### src/rtl/data_mem_responder.sv
// Word-addressed data RAM responder with one outstanding request and a cs/we handshake.
// Latency: the response appears LATENCY+1 cycles after acceptance, as a one-cycle registered ready_o pulse.
// Backpressure: cs is sampled only in IDLE, so inputs that change while busy_o is high are ignored.
module data_mem_responder #(
  parameter int SIZE    = 32,
  parameter int LATENCY = 2
) (
  input  logic        clk,
  input  logic        rst,
  input  logic        cs,
  input  logic        we,
  input  logic [31:0] addr_i,
  input  logic [31:0] data_i,
  output logic [31:0] data_o,
  output logic        ready_o,
  output logic        err_o,
  output logic        busy_o
);
  localparam int AW = $clog2(SIZE);

  if (LATENCY < 0 || LATENCY > 15) begin : g_bad_latency
    $error("data_mem_responder: LATENCY must be in 0..15");
  end
  if (SIZE < 2 || SIZE > 1024 || (SIZE & (SIZE - 1)) != 0) begin : g_bad_size
    $error("data_mem_responder: SIZE must be a power of two in 2..1024");
  end

  typedef enum logic [1:0] {S_IDLE, S_WAIT, S_RESP} state_t;

  state_t        state_q, state_d;
  logic [3:0]    cnt_q, cnt_d;
  logic          we_q;
  logic [31:0]   addr_q, wdat_q;
  logic          take, enter_resp;
  logic          req_we, req_err, mem_wr;
  logic [31:0]   req_addr, req_dat;
  logic [29:0]   req_widx;
  logic [AW-1:0] req_idx;
  logic [31:0]   mem [SIZE];

  // With zero wait states the access completes on the acceptance edge, so use the live request.
  assign take     = (state_q == S_IDLE) && cs;
  assign req_addr = (state_q == S_IDLE) ? addr_i : addr_q;
  assign req_dat  = (state_q == S_IDLE) ? data_i : wdat_q;
  assign req_we   = (state_q == S_IDLE) ? we     : we_q;
  assign req_widx = req_addr[31:2];
  assign req_idx  = req_widx[AW-1:0];
  assign req_err  = (req_addr[1:0] != 2'b00) || (req_widx >= 30'(SIZE));
  // The RAM is not reset, so its write enable must be held off while rst is asserted.
  assign mem_wr   = enter_resp && req_we && !req_err && rst;

  always_comb begin
    state_d    = state_q;
    cnt_d      = cnt_q;
    enter_resp = 1'b0;
    case (state_q)
      S_IDLE: begin
        if (cs) begin
          cnt_d = 4'(LATENCY);
          if (LATENCY == 0) begin
            state_d    = S_RESP;
            enter_resp = 1'b1;
          end else begin
            state_d = S_WAIT;
          end
        end
      end
      S_WAIT: begin
        cnt_d = cnt_q - 4'd1;
        if (cnt_q == 4'd1) begin
          state_d    = S_RESP;
          enter_resp = 1'b1;
        end
      end
      S_RESP:  state_d = S_IDLE;
      default: state_d = S_IDLE;
    endcase
  end

  always_ff @(posedge clk or negedge rst) begin
    if (!rst) begin
      state_q <= S_IDLE;
      cnt_q   <= 4'd0;
    end else begin
      state_q <= state_d;
      cnt_q   <= cnt_d;
    end
  end

  always_ff @(posedge clk or negedge rst) begin
    if (!rst) begin
      we_q    <= 1'b0;
      addr_q  <= 32'd0;
      wdat_q  <= 32'd0;
      data_o  <= 32'd0;
      ready_o <= 1'b0;
      err_o   <= 1'b0;
      busy_o  <= 1'b0;
    end else begin
      if (take) begin
        we_q   <= we;
        addr_q <= addr_i;
        wdat_q <= data_i;
      end
      ready_o <= enter_resp;
      err_o   <= enter_resp && req_err;
      data_o  <= (enter_resp && !req_we && !req_err) ? mem[req_idx] : 32'd0;
      busy_o  <= (state_d != S_IDLE);
    end
  end

  always_ff @(posedge clk) begin
    if (mem_wr) begin
      mem[req_idx] <= req_dat;
    end
  end

endmodule

### config.mk
export PLATFORM = sky130hd
export DESIGN_NAME = data_mem_responder
export DESIGN_NICKNAME = d
export VERILOG_FILES = /design/src/rtl/data_mem_responder.sv
export SDC_FILE = /design/constraint.sdc
export NUM_CORES = 1
export LEC_CHECK = 0
export CORE_MARGIN = 2
export CORE_UTILIZATION = 60
export DETAILED_ROUTE_END_ITERATION = 16
export PLACE_DENSITY_LB_ADDON = 0.08
export SETUP_SLACK_MARGIN = 0.1
export SYNTH_ARGS = -nofsm -noshare
export SYNTH_HDL_FRONTEND = slang
export SYNTH_SLANG_ARGS = --single-unit
export TNS_END_PERCENT = 30
### constraint.sdc
create_clock -name clk -period 4 [get_ports clk]
set_input_delay 0.6 -clock clk [delete_from_list [all_inputs] [get_ports clk]]
set_output_delay 0.6 -clock clk [all_outputs]
set_load 0.01 [all_outputs]
==> summary.txt, run 1 <==
Notes on the physical design

The CTS tree is built. The buffering stage count on the worst path with inverters included is 3. The wire-length estimate of the detail-placed layout is 67080 µm.

The smallest hold slack is 0.4194 ns. The class of the worst hold path is input port to asynchronous set/reset pin. The cell that appears most often on the critical path is sky130_fd_sc_hd__buf_12. The net total in the final layout is 2881. The number of flip-flops under the largest register name is 1024.

The number of ordinary inverters in the final layout is 4. The placed instances occupy a cell area of 44530 µm². Ranked by instance count, the synthesized netlist is headed by 1024 x sky130_fd_sc_hd__edfxtp_1, 497 x sky130_fd_sc_hd__o22ai_1, 306 x sky130_fd_sc_hd__nand2_1. The worst setup slack before clock tree synthesis is 0.4912 ns. The first-pass GRT wire length is 163000 µm. The worst path meets setup with 0.7807 ns of slack.

The register with the highest flop count is mem. For this run, the number of standard cells in the final layout without fillers is 3779. The timing report gives the clock slew at the launch and capture registers of the worst setup and hold paths as 0.06 ns. The cell at the root of the clock tree is sky130_fd_sc_hd__clkbuf_16.

The violation count after the first detailed-route iteration is 2975. Counting buffers and inverters, the worst setup path is 9 cells deep. The H-tree was split into 3 levels.

The number of nets produced by synthesis is 2652. For this design the total switching power over the nets is 12.54 mW. Per the layout report, the design carries 284 non-clock buffers.

Dividing total power by cell area gives a power density of 769.0 nW/µm². Measured along the y axis, the die boundary spans 265.8 µm. The final timing report lists a hold violation count of 0. The count of maximum capacitance violations is 0. The kind of cell adding the most delay to the critical path is AND-OR/OR-AND gates.

For the pin with the worst max-slew slack, the measured transition is 1.198 ns. Once detail routing completed, the nets flagged for antenna violations numbered 0. Dividing the detail-routed via count by the number of cells gives 6.659.

The power consumed by sequential cells is 15.6 mW. The fraction of cell area in sequential cells is reported as 0.6925. The critical path startpoint is state_q[0].

The number of pins with negative max-slew slack in the final report is 0. The sequential-to-total area share from yosys stat is 0.8122. Counting flops with a built-in enable in the synthesized netlist gives 1024. By area the synthesized netlist is led by sky130_fd_sc_hd__edfxtp_1 75%, sky130_fd_sc_hd__o22ai_1 7.6%, sky130_fd_sc_hd__dfrtp_1 6.4%. Summing all non-filler instances in the final layout gives an area of 48230 µm². The number of different library cells in the post-synthesis netlist is 47. The share of synthesized registers carrying an async set or reset is 0.09381. The flow ran to the end, and the final reports show no timing, DRC or antenna violations. The cell count after synthesis came out at 2582. The part of the power in registers is 0.419.

In this run the tightest slew margin relative to its limit is 0.1995.
==> run 1: layer usage <==
layer	routed length, µm	vias up	global-route usage
met1	42900	12800	0.4425
met3	9990	228	0.05591
met5	0	-	0
met4	5129	0	0.1368
li1	-	10780	-
met2	53090	1349	0.5026
==> run 1: kinds of logic after synthesis <==
family          after synthesis  synth area share
mux                           7          0.001795
simple gates                486           0.05233
fa+ha+maj                     2         0.0006084
compound gates              786            0.1127
buf+inv                     170           0.02014
flops                      1130            0.8122
xor+xnor                      1         0.0002130
==> run 1: timing repair <==
item / CTS / global route
endpoints found under the hold margin: 34 / 0
buffers inserted: 0 / 0
hold buffers: 1 / 0
==> run_1/clock_wires.png <==
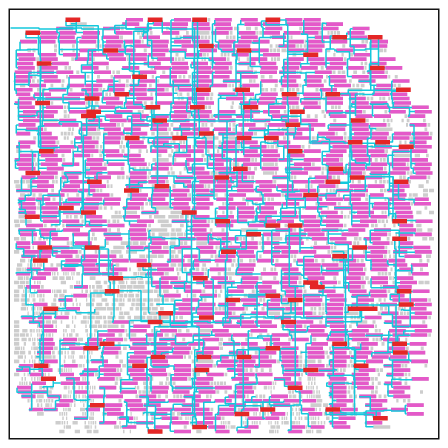
flip-flops: drawn in magenta, count 1130. clock-net drivers: drawn in red, count 109. clock wires: drawn in cyan, length 11500 µm.
There are 110 routed clock nets.
proportion of power drawn by the clock network: 0.283
Clock net power: 10.5 mW
clk_skew: 0.01623 ns
clock latency of the later-clocked register in the worst-skew pair: 0.67 ns

==> run_1/class_map.png <==
The bar under the picture is 100 µm long.
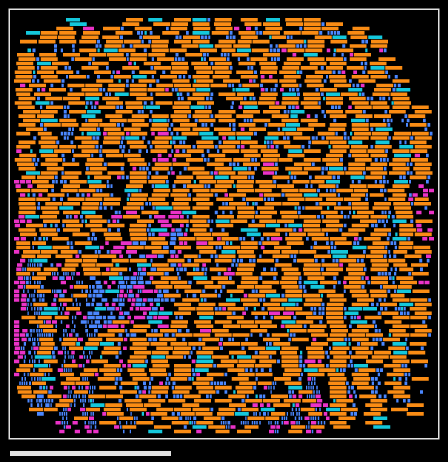
remaining logic cells: drawn in blue, cells 1286. remaining buffers and delay cells: drawn in magenta, cells 284. sequential cells: drawn in orange, cells 1130. clock drivers and dummy loads: drawn in cyan, cells 206.
Layout Utilization: 0.7144
Std-Cell Core Area: 67510 µm²
std cell rows: 95

==> run_1/congestion_map.png <==
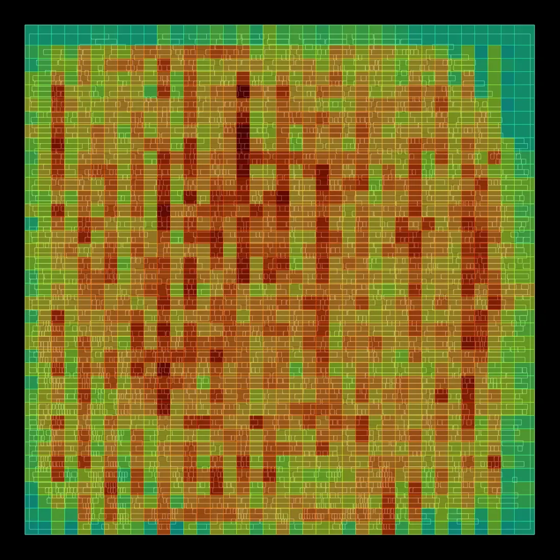
Routed wire per std cell: 29.40 µm
GR Layer Usage met3: 0.05591
Most Crowded Layer GR: met2

## Run 2: what changed since run 1
--- a/config.mk
+++ b/config.mk
@@ -6,7 +6,7 @@
 export NUM_CORES = 1
 export LEC_CHECK = 0
 export CORE_MARGIN = 2
-export CORE_UTILIZATION = 60
+export CORE_UTILIZATION = 55
 export DETAILED_ROUTE_END_ITERATION = 16
 export PLACE_DENSITY_LB_ADDON = 0.08
 export SETUP_SLACK_MARGIN = 0.1
==> constraint.sdc (replaced) <==
create_clock -name clk -period 2.6 [get_ports clk]
set_input_delay 0.39 -clock clk [delete_from_list [all_inputs] [get_ports clk]]
set_output_delay 0.39 -clock clk [all_outputs]
set_load 0.01 [all_outputs]
==> run_2/floorplan.png <==
Pins as bars on the die edge. Tap cells in gray.
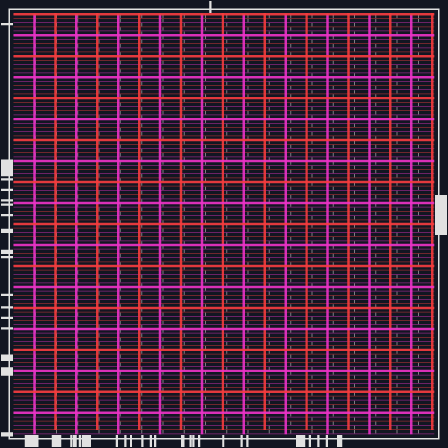
VDD: drawn in red. VSS: drawn in magenta.
The core has 100 rows. 103 signal pins sit on the boundary.
Std-Cell Core Area: 74200 µm²
width of the die: 277.5 µm
VDD IR-drop max: 0.0007784 V
die outline height: 277.5 µm

==> run_2/clock_wires.png <==
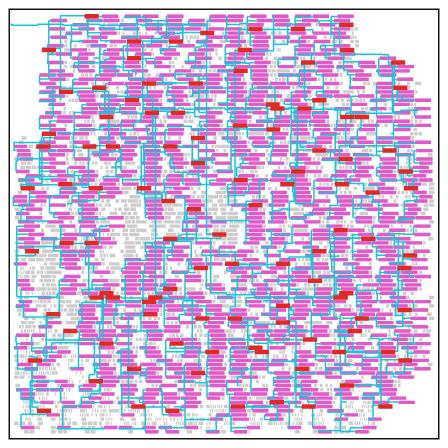
flip-flops: drawn in magenta, count 1130. clock-net drivers: drawn in red, count 109. clock wires: drawn in cyan, length 11700 µm.
Position of the flops: spread over the die. There are 110 routed clock nets.
clk_skew: 0.01861 ns
clock latency of the later-clocked register in the worst-skew pair: 0.68 ns

==> run 2 against run 1 <==
  * Non-clock buffer count up 238
  * Via count up 3.5%
  * Critical path type unchanged
  * Largest cell class unchanged
  * Clock skew up 0.0024 ns
  * Hold slack worse by 0.14 ns
==> summary.txt, run 2 <==
Notes on the physical design

The violation count after the first detailed-route iteration is 3249. The minimum setup slack in the final design is 0.01876 ns. The cell at the root of the clock tree is sky130_fd_sc_hd__clkbuf_16. The clock slew at the register clock pins of the worst setup and hold paths is 0.06 ns. For reference, the placement row count at floorplan is 100. Per the post-synthesis report, the nets total 2652. Of the total synthesized cell area, the portion taken by XOR and XNOR cells is 0.0002130. The smallest hold slack is 0.2762 ns.

The main area contributors are sky130_fd_sc_hd__edfxtp_1 75%, sky130_fd_sc_hd__o22ai_1 7.6%, sky130_fd_sc_hd__dfrtp_1 6.4%. After synthesis, the largest family of logic cells by area is AND-OR/OR-AND gates. The top routing layer in use is met4.

The count of placed standard cells in the final layout, fillers left out is 4116. Using the TritonRoute via totals, the vias-per-cell ratio works out to 6.330. The synthesized-area fraction occupied by and/or/nand/nor cells is 0.05233.

The adder-cell share of the synthesized area is 0.0006085. Checking max transition, the worst relative margin is 0.5409. For this run, global-route usage on met3 was measured as 0.04910. The transition time at the pin with the least slew margin is 0.6886 ns.

The global routing stage identified its most utilized layer as met2. The flow ran to the end, and the final reports show no timing, DRC or antenna violations. The routed length on met2 is 57060 µm.

All stages included, the depth of the critical timing path comes to 10. In this run the worst hold path is classified as input port to flop. The number of pins with negative max-slew slack in the final report is 0. The share of cell area taken by muxes after synthesis is 0.001795. The design area is 51110 µm². The post-synth count of flops with an enable pin is 1024.

The first-pass GRT wire length is 168200 µm. For reference, the top cells by count after synthesis are 1024 x sky130_fd_sc_hd__edfxtp_1, 497 x sky130_fd_sc_hd__o22ai_1, 306 x sky130_fd_sc_hd__nand2_1. The worst setup slack before clock tree synthesis is -0.4753 ns. In this run the power density over the cells is 1168 nW/µm². The residual antenna-violating net count after detailed routing is 0.

The register with the most flip-flops in the layout has 1024 of them. Dividing the detail-routed wire length by the instance count gives 28.69 µm. Summing all placed instances gives a cell area of 46750 µm².

The aoi/oai-family share of the synthesized area is 0.1127. In this design, the critical path's most frequently occurring cell is sky130_fd_sc_hd__buf_4. The count of maximum capacitance violations is 0. The buffering stage count on the worst path with inverters included is 4. Per Yosys stat, the portion of area used by sequential elements is 0.8122.
==> run_2/congestion_map.png <==
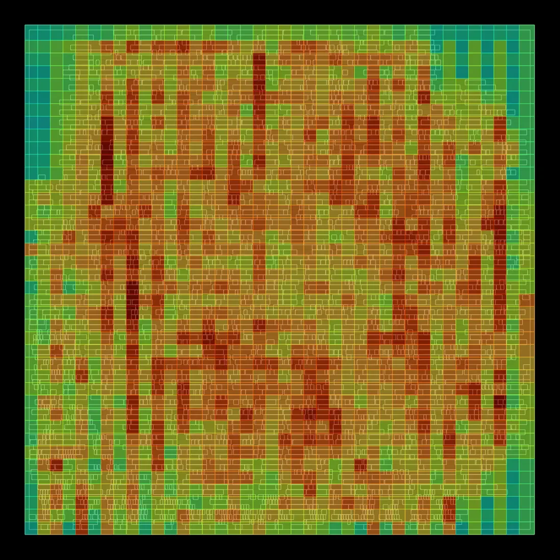
Global Route Usage Sum: 0.3000
routing usage on met1: 0.4208

## run 2: cell counts after synthesis
Identical to the previous run, type by type.
## run 2: kinds of logic (layout without fill, tap and decap cells)
family          count (synthesis)  in the layout
xor+xnor                        1              1
mux                             7              7
simple gates                  486            486
flops                        1130           1130
other cells                     0              2
compound gates                786            786
buf+inv                       170            733
fa+ha+maj                       2              2
## run 2: area by class of cell
cell class              count  area (µm²)
clock buffers             152        2969
flip-flops and latches   1130       33400
repair buffers            522        5518
clock inverters            55       391.6
multi-input cells        1282        7594
fillers                  4921       23090
inverters                   4       15.01
diodes                      2       5.005
well taps                 969        1212
## run 2: power breakdown
group          leakage, nW  switching, mW  total, mW  internal (mW)
clock                 1.64           6.63       14.9           8.30
combinational         5.19           13.6       20.9           7.24
sequential            10.6          0.347       23.9           23.5
Power and IR drop assume default switching activity.
